==> run_1/layers.png <==
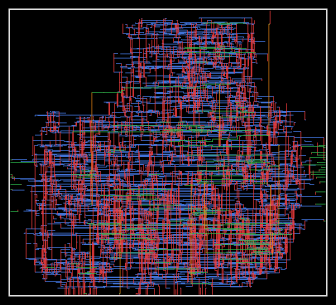
==> run_1/congestion_map.png <==
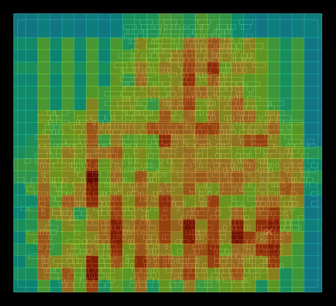
==> run_1/m2.png <==
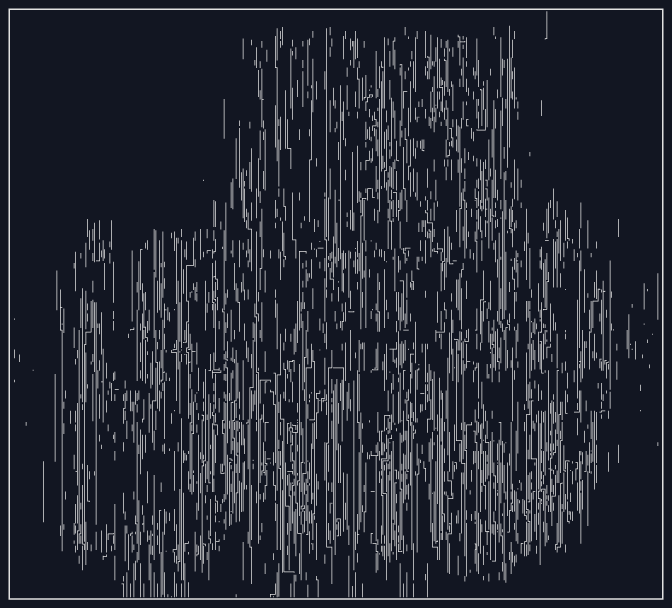
==> run_1/util_map.png <==
18 x 16 tiles, from white (low) to dark blue (high), 0 to 100% covered.
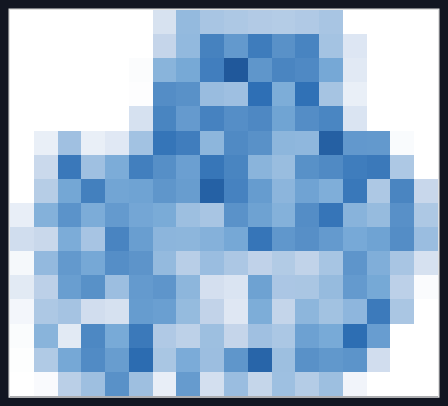
==> src/rtl/alu_pkg.sv <==
// Shared definitions for the datapath ALU: opcode encodings and flag bit positions.
package alu_pkg;

  // Opcodes; every operation is computed as B op A.
  localparam logic [2:0] OP_NOP = 3'd0;
  localparam logic [2:0] OP_ADD = 3'd1;
  localparam logic [2:0] OP_SUB = 3'd2;
  localparam logic [2:0] OP_MUL = 3'd3;
  localparam logic [2:0] OP_AND = 3'd4;
  localparam logic [2:0] OP_OR  = 3'd5;
  localparam logic [2:0] OP_XOR = 3'd6;
  localparam logic [2:0] OP_SHL = 3'd7;

  // Bit positions inside the 3-bit flags word {ovf, carry, zero}.
  localparam int FLG_ZERO  = 0;
  localparam int FLG_CARRY = 1;
  localparam int FLG_OVF   = 2;

endpackage

==> src/rtl/alu_seq_mul.sv <==
// Iterative unsigned shift-add multiplier: one partial product per cycle, LSB-first on A.
// done/product are asserted combinationally during the final iteration so the caller can
// register the result on the same edge that retires the last partial product.
module alu_seq_mul
  import alu_pkg::*;
#(
  parameter int WIDTH = 16
) (
  input  logic                 clk,
  input  logic                 reset,
  input  logic                 start,
  input  logic [WIDTH-1:0]     a,
  input  logic [WIDTH-1:0]     b,
  output logic                 busy,
  output logic                 done,
  output logic [2*WIDTH-1:0]   product
);

  localparam int CW = (WIDTH > 1) ? $clog2(WIDTH) : 1;

  logic [WIDTH-1:0]   a_reg;
  logic [2*WIDTH-1:0] b_reg;
  logic [2*WIDTH-1:0] acc_reg;
  logic [2*WIDTH-1:0] acc_next;
  logic [CW-1:0]      cnt_reg;
  logic               busy_reg;

  // Accumulator value after the current iteration's partial product is added.
  always_comb begin
    acc_next = acc_reg + (a_reg[0] ? b_reg : '0);
  end

  assign busy    = busy_reg;
  assign done    = busy_reg && (cnt_reg == CW'(WIDTH - 1));
  assign product = acc_next;

  // Operand capture on start, then one shift-add step per cycle until the last bit of A.
  always_ff @(posedge clk) begin
    if (reset) begin
      a_reg    <= '0;
      b_reg    <= '0;
      acc_reg  <= '0;
      cnt_reg  <= '0;
      busy_reg <= 1'b0;
    end else if (start && !busy_reg) begin
      a_reg    <= a;
      b_reg    <= {{WIDTH{1'b0}}, b};
      acc_reg  <= '0;
      cnt_reg  <= '0;
      busy_reg <= 1'b1;
    end else if (busy_reg) begin
      acc_reg <= acc_next;
      a_reg   <= a_reg >> 1;
      b_reg   <= b_reg << 1;
      cnt_reg <= cnt_reg + 1'b1;
      if (done) begin
        busy_reg <= 1'b0;
      end
    end
  end

endmodule

==> src/rtl/alu_pipe.sv <==
// Datapath ALU with valid/ready handshake. Single-cycle ops retire one cycle after issue;
// MUL is handed to the iterative multiplier and holds ready low until it retires.
module alu_pipe
  import alu_pkg::*;
#(
  parameter int WIDTH = 16
) (
  input  logic             clk,
  input  logic             reset,
  input  logic [2:0]       control,
  input  logic             load,
  input  logic [WIDTH-1:0] din_a,
  input  logic [WIDTH-1:0] din_b,
  output logic             ready,
  output logic             valid_dout,
  output logic [WIDTH-1:0] dout,
  output logic [2:0]       flags
);

  localparam int SHW = (WIDTH > 1) ? $clog2(WIDTH) : 1;

  logic               issue;
  logic               mul_start;
  logic               mul_busy;
  logic               mul_done;
  logic [2*WIDTH-1:0] mul_product;

  logic [WIDTH-1:0]   res_next;
  logic               carry_next;
  logic               ovf_next;
  logic [2:0]         flags_next;
  logic [2:0]         mul_flags;

  logic [WIDTH-1:0]   dout_reg;
  logic [2:0]         flags_reg;
  logic               valid_reg;

  // The unit is idle whenever no multiply is in flight; reset forces it not-ready.
  assign ready     = !reset && !mul_busy;
  assign issue     = load && ready;
  assign mul_start = issue && (control == OP_MUL);

  alu_seq_mul #(
    .WIDTH (WIDTH)
  ) u_mul (
    .clk     (clk),
    .reset   (reset),
    .start   (mul_start),
    .a       (din_a),
    .b       (din_b),
    .busy    (mul_busy),
    .done    (mul_done),
    .product (mul_product)
  );

  // Single-cycle result and carry/overflow; MUL and NOP fall through to zero here.
  always_comb begin
    res_next   = '0;
    carry_next = 1'b0;
    ovf_next   = 1'b0;
    case (control)
      OP_ADD: begin
        {carry_next, res_next} = {1'b0, din_b} + {1'b0, din_a};
        ovf_next = (din_a[WIDTH-1] == din_b[WIDTH-1]) &&
                   (res_next[WIDTH-1] != din_b[WIDTH-1]);
      end
      OP_SUB: begin
        res_next   = din_b - din_a;
        carry_next = (din_b < din_a);
        ovf_next   = (din_a[WIDTH-1] != din_b[WIDTH-1]) &&
                     (res_next[WIDTH-1] != din_b[WIDTH-1]);
      end
      OP_AND:  res_next = din_b & din_a;
      OP_OR:   res_next = din_b | din_a;
      OP_XOR:  res_next = din_b ^ din_a;
      OP_SHL:  res_next = din_b << din_a[SHW-1:0];
      default: res_next = '0;
    endcase
  end

  // Pack flags for both result sources; MUL carry reports a non-zero high half.
  always_comb begin
    flags_next            = '0;
    flags_next[FLG_ZERO]  = (res_next == '0);
    flags_next[FLG_CARRY] = carry_next;
    flags_next[FLG_OVF]   = ovf_next;
    mul_flags             = '0;
    mul_flags[FLG_ZERO]   = (mul_product[WIDTH-1:0] == '0);
    mul_flags[FLG_CARRY]  = |mul_product[2*WIDTH-1:WIDTH];
  end

  // Output registers: update only when a result retires, with a one-cycle valid pulse.
  // A retiring MUL and a new issue cannot coincide because ready is low while busy.
  always_ff @(posedge clk) begin
    if (reset) begin
      dout_reg  <= '0;
      flags_reg <= '0;
      valid_reg <= 1'b0;
    end else begin
      valid_reg <= 1'b0;
      if (mul_done) begin
        dout_reg  <= mul_product[WIDTH-1:0];
        flags_reg <= mul_flags;
        valid_reg <= 1'b1;
      end else if (issue && (control != OP_MUL)) begin
        dout_reg  <= res_next;
        flags_reg <= flags_next;
        valid_reg <= 1'b1;
      end
    end
  end

  assign dout       = dout_reg;
  assign flags      = flags_reg;
  assign valid_dout = valid_reg;

endmodule

==> config.mk <==
export PLATFORM = sky130hd
export DESIGN_NAME = alu_pipe
export DESIGN_NICKNAME = d
export VERILOG_FILES = /design/src/rtl/alu_pkg.sv /design/src/rtl/alu_seq_mul.sv /design/src/rtl/alu_pipe.sv
export SDC_FILE = /design/constraint.sdc
export NUM_CORES = 1
export LEC_CHECK = 0
export ABC_CLOCK_PERIOD_IN_PS = 7300
export CAP_MARGIN = 20
export CORE_ASPECT_RATIO = 0.9
export CORE_MARGIN = 2
export CORE_UTILIZATION = 35
export CTS_CLUSTER_DIAMETER = 60
export DETAILED_ROUTE_END_ITERATION = 6
export SYNTH_ARGS = -nofsm -noshare
export SYNTH_HDL_FRONTEND = slang
export SYNTH_SLANG_ARGS = --single-unit
==> constraint.sdc <==
create_clock -name clk -period 7.3 [get_ports clk]
set_clock_uncertainty 0.1 [all_clocks]
set_input_delay 1.46 -clock clk [delete_from_list [all_inputs] [get_ports clk]]
set_output_delay 1.46 -clock clk [all_outputs]
set_load 0.005 [all_outputs]
==> results.json, run 1 <==
{
  "drt-met1-wl_um": 15500,
  "largest_voltage_drop_on_the_vdd_net_mv": 0.102,
  "yosysWarnings": 0,
  "num_rows": 56,
  "yosys-stat-cells": 1193,
  "ys_async_sr_fraction_pct": 0,
  "synth-area-yosys_um2": 9290,
  "first_global_vias": 8398,
  "violations_in_the_final_reports": "design-rule violations",
  "crit_arrival_ns": 5.49,
  "stage_log_warnings": 62,
  "grt_max_degree": 64,
  "ys_dominant_reg_cell": "dfxtp_1",
  "outcome": "finished, violations left",
  "critical_path.startpoint_type": "input pin",
  "power_w": 0.00142,
  "power-per-cell-area_nw_per_um2": 137,
  "synthDominantCellAreaShare_pct": 22.6,
  "layout_top_cell": "nor2_1",
  "min_path_type": "flip-flop to flip-flop",
  "top_signal_layer_used": "met4",
  "setup-violations-final": 0,
  "post_synth_main_area_contributors": "dfxtp_1 23%, ha_1 11%, mux2i_1 8.3%, nor2_1 6.8%, a21oi_1 5.4%",
  "tns_ns": 0,
  "floorplan_net_count": 1318,
  "tritoncts_num_sinks": 105,
  "pre_cts_slack_ns": 1.65,
  "reg2regPathDepth": 12,
  "drcViolationCount": 4,
  "worstPathRequired_ns": 7.46,
  "die-height_um": 159,
  "gpl.final_weighted_congestion": 0.949,
  "wl_met3_um": 1900,
  "max-clock-path-buffers": 2,
  "achievable-frequency_ghz": 0.187,
  "io_buffers": 58,
  "placed_cells_incl_taps": 1539,
  "io_pins": 59,
  "crit-reg2reg-capture": "flags[1]",
  "floorplan.initialDensity_pct": 35.6,
  "floorplan.core_area_um2": 26100,
  "synth-edff-count": 0,
  "critPathMaxFanout": 13,
  "nets": 1327,
  "chip_area_um2": 27900,
  "worstMarginPinSlew_ns": 0.998,
  "synth_flop_count": 105
}
About layers.png:
- M2: red (wire length 11900 um)
- M3: green (wire length 1900 um)
- M4: orange (wire length 438 um)
- M1: blue (wire length 15500 um)

About congestion_map.png:
mean routed wirelength per cell: 19.1 um
global routing met2 resource utilization: 31.3%
combined global-route utilization of all metal layers: 21.5%

About m2.png:
- wire length on this layer: 11900 um
- main direction: vertical
- share of all routed wire: 40%
- longest straight run: 59.8 um
- nets with wire on the layer: 1064

About util_map.png:
- emptiest ninth of the die: north-west
- mean over tiles: 36%
- tiles over 75% full: 2.1%

## run 1: cell type report
cell class                 count  area (um^2)
multi-input combinational    956         6690
tap                          348          435
sequential                   105         2110
inverter                      59          221
clock buffer                  12          246
clock inverter                 4         36.3
timing repair buffer          71          673
fill                        2734        15700
## run 1: per-stage QoR
| step | cell area, um^2 | util [%] | hold slack (ns) |
|---|---|---|---|
| 6_report | 10400 | 39.9 | 0.358 |
| 5_1_grt | 10400 | 39.9 | 0.380 |
| 3_5_place_dp | 10100 | 38.8 | 0.349 |
| 3_3_place_gp | 10100 | 38.8 | 0.345 |
| 4_1_cts | 10400 | 39.9 | 0.360 |
| 2_1_floorplan | 9290 | - | 0.336 |
## run 1: worst min path at each step
stage | slack [ns] | cells past startpoint | startpoint | endpoint
detailed placement | 0.35 | 2 | u_mul.a_reg[5] | u_mul.a_reg[5]
floorplan | 0.34 | 2 | u_mul.a_reg[3] | u_mul.a_reg[3]
global placement | 0.35 | 2 | flags[2] | flags[2]
CTS | 0.36 | 2 | flags[2] | flags[2]
global route | 0.38 | 2 | u_mul.a_reg[3] | u_mul.a_reg[3]
finish | 0.36 | 2 | u_mul.a_reg[5] | u_mul.a_reg[5]
## run 1: routing by layer
layer	vias to the layer above	global-route usage, %
li1	4334	-
met1	4278	32.9
met2	277	31.3
met3	25	3.15
met4	0	4.96
met5	-	0
## run 1: power breakdown
group          leakage, nW  switching [W]  internal [W]  total [W]
Sequential           0.850     0.00000988      0.000583   0.000593
Clock                0.135       0.000236      0.000246   0.000481
Combinational         3.26       0.000209      0.000139   0.000348
## run 1: Yosys cell counts (all sizes together) (13+ instances only)
master and number:
a211oi 25, a21o 18, a21oi 101, a221oi 20
and2 36, and3 21, buf 18, clkbuf 55
dfxtp 105, ha 84, inv 59, mux2i 77
nand2 79, nand3 17, nand4 13, nor2 169
nor3 23, o21ai 48, o22ai 14, xnor2 24
## run 1: cells by family after synthesis
group | synth area share [%]
adders and majority gates | 12.0
DFF | 22.6
AOI/OAI and AO/OA | 24.3
and+or+nand+nor | 21.3
xor gates and xnor gates | 3.30
buffers and inverters | 5.48
muxes | 11.0
## run 1: worst max-delay path: stages
cell,delay [ns]
clkdlybuf4s50_1,0.78
inv_1,0.40
ha_1,0.47
nor2b_1,0.16
o21a_1,0.20
o31ai_2,0.34
a21oi_1,0.20
a21o_1,0.24
a211o_1,0.31
mux2i_1,0.12
a211o_1,0.31
nand4b_1,0.18
o41ai_1,0.31
==> run_1/gates.png <==
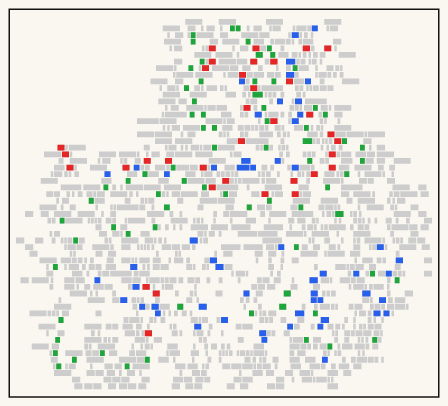

==> run 2: changes to the inputs <==
--- a/config.mk
+++ b/config.mk
@@ -5,7 +5,7 @@
 export SDC_FILE = /design/constraint.sdc
 export NUM_CORES = 1
 export LEC_CHECK = 0
-export ABC_CLOCK_PERIOD_IN_PS = 7300
+export ABC_CLOCK_PERIOD_IN_PS = 5050
 export CAP_MARGIN = 20
 export CORE_ASPECT_RATIO = 0.9
 export CORE_MARGIN = 2
==> constraint.sdc (replaced) <==
create_clock -name clk -period 5.05 [get_ports clk]
set_clock_uncertainty 0.1 [all_clocks]
set_input_delay 1.01 -clock clk [delete_from_list [all_inputs] [get_ports clk]]
set_output_delay 1.01 -clock clk [all_outputs]
set_load 0.005 [all_outputs]
==> run_2/gates.png <==
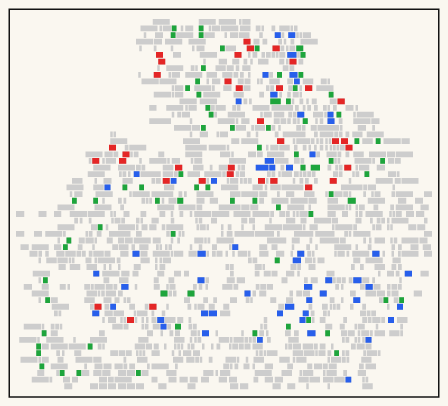
- non-inverting ao/oa cells: blue (cells 55; most used a21o_1)
- xor and xnor cells: red (cells 35; most used xnor2_1)
- and/or cells: green (cells 74; most used and2_1; where widely spread)

==> run_2/congestion_map.png <==
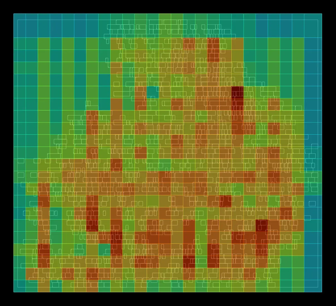
met3 routing resource usage after global routing: 3.10%
combined global-route utilization of all metal layers: 22.1%
GRT Max-Usage Layer: met1
end-of-flow core utilization: 40.6%

==> run 2 against run 1 <==
Effect of this change: worst hold slack improved by 0.0023 ns; sequential power rose by 45%; synthesized cell count did not move; combinational power rose by about 50%; global-route usage rose by 0.61 points; critical endpoint is now flags[1]; the run now ends clean; area after synthesis did not move; critical path depth rose by 1; first-iteration DRC count rose by 4.2%; flip-flop count did not move.
==> results.json, run 2 <==
{
  "nets": 1344,
  "outcome": "finished clean",
  "floorplan.core_area_um2": 26100,
  "num_rows": 56,
  "synthDominantCellAreaShare_pct": 22.6,
  "die-height_um": 159,
  "synth-edff-count": 0,
  "post_synth_main_area_contributors": "dfxtp_1 23%, ha_1 11%, mux2i_1 8.3%, nor2_1 6.8%, a21oi_1 5.4%",
  "grt_max_degree": 55,
  "tns_ns": 0,
  "floorplan.initialDensity_pct": 35.6,
  "first_global_vias": 8398,
  "pre_cts_slack_ns": 0.338,
  "synth_dominant_cell_count": "nor2_1",
  "critPathMaxFanout": 33,
  "tritoncts_num_sinks": 105,
  "standard_cell_area_after_detailed_placement_um2": 10300,
  "floorplan_net_count": 1318,
  "setup-violations-final": 0,
  "placed_cells_incl_taps": 1556,
  "yosysWarnings": 0,
  "layout_top_cell": "nor2_1",
  "io_buffers": 58,
  "power_w": 0.00210,
  "route.detailed.wl_per_inst_um": 19.6,
  "drcViolationCount": 0
}
[run 2: cell counts after synthesis]
No cell type changed its count.
[run 2: metrics by stage]
| step | hold WS, ns | util [%] |
|---|---|---|
| 2_1_floorplan | 0.336 | - |
| 3_3_place_gp | 0.348 | 39.4 |
| 3_5_place_dp | 0.350 | 39.4 |
| 4_1_cts | 0.364 | 40.6 |
| 5_1_grt | 0.377 | 40.6 |
| 6_report | 0.361 | 40.6 |
[run 2: final cells by class]
type                            count  area, um^2
Clock buffer                        9         225
Clock inverter                      7        73.8
Fill cell                        2705       15500
Inverter                           59         221
Multi-Input combinational cell    956        6690
Sequential cell                   105        2110
Tap cell                          348         435
Timing Repair Buffer               88         826
[run 2: final timing paths]
check | endpoint | slack, ns | depth (start not counted)
worst max-delay path | flags[1] | 0.53 | 14
worst min register to register | flags[2] | 0.36 | 2
worst max register to register | flags[1] | 0.53 | 14
worst min-delay path | flags[2] | 0.36 | 2
[run 2: routing by layer]
metal | part of all wire [%] | track usage, %
met1 | 53 | 35.0
met2 | 39 | 30.9
met3 | 5.6 | 3.10
met4 | 1.6 | 4.84
met5 | 0 | 0
[run 2: power breakdown]
part / internal, W / switching, W / total, W
clock: 0.000349 / 0.000371 / 0.000720
sequential: 0.000843 / 0.0000158 / 0.000859
combinational: 0.000211 / 0.000310 / 0.000521
total: 0.00140 / 0.000696 / 0.00210
[run 2: worst max-delay path, cell delays in order (launching register included)]
cell and delay, ns:
dfxtp_1 0.66, and2_1 0.32, ha_1 0.21, fa_1 0.43, a21o_1 0.24, a221oi_2 0.44, o21a_4 0.25, o311ai_4 0.13
a31oi_1 0.31, xnor2_1 0.17, nor4_2 0.27, nand4b_1 0.12, nor4b_1 0.48, buf_4 0.23, o21ai_1 0.06
[run 2: cells by family (layout without fill, tap and decap cells)]
kind of cell	Yosys count	in the layout	share of synthesized area, %
AND-OR/OR-AND	330	330	24.3
buffers and inverters	132	163	5.48
multiplexers	92	92	11.0
AND/OR/NAND/NOR	412	412	21.3
flip-flops	105	105	22.6
XOR/XNOR	35	35	3.30
adder cells (fa/ha/maj)	87	87	12.0
Power figures rest on the tool's default switching activity, not on a simulated workload.
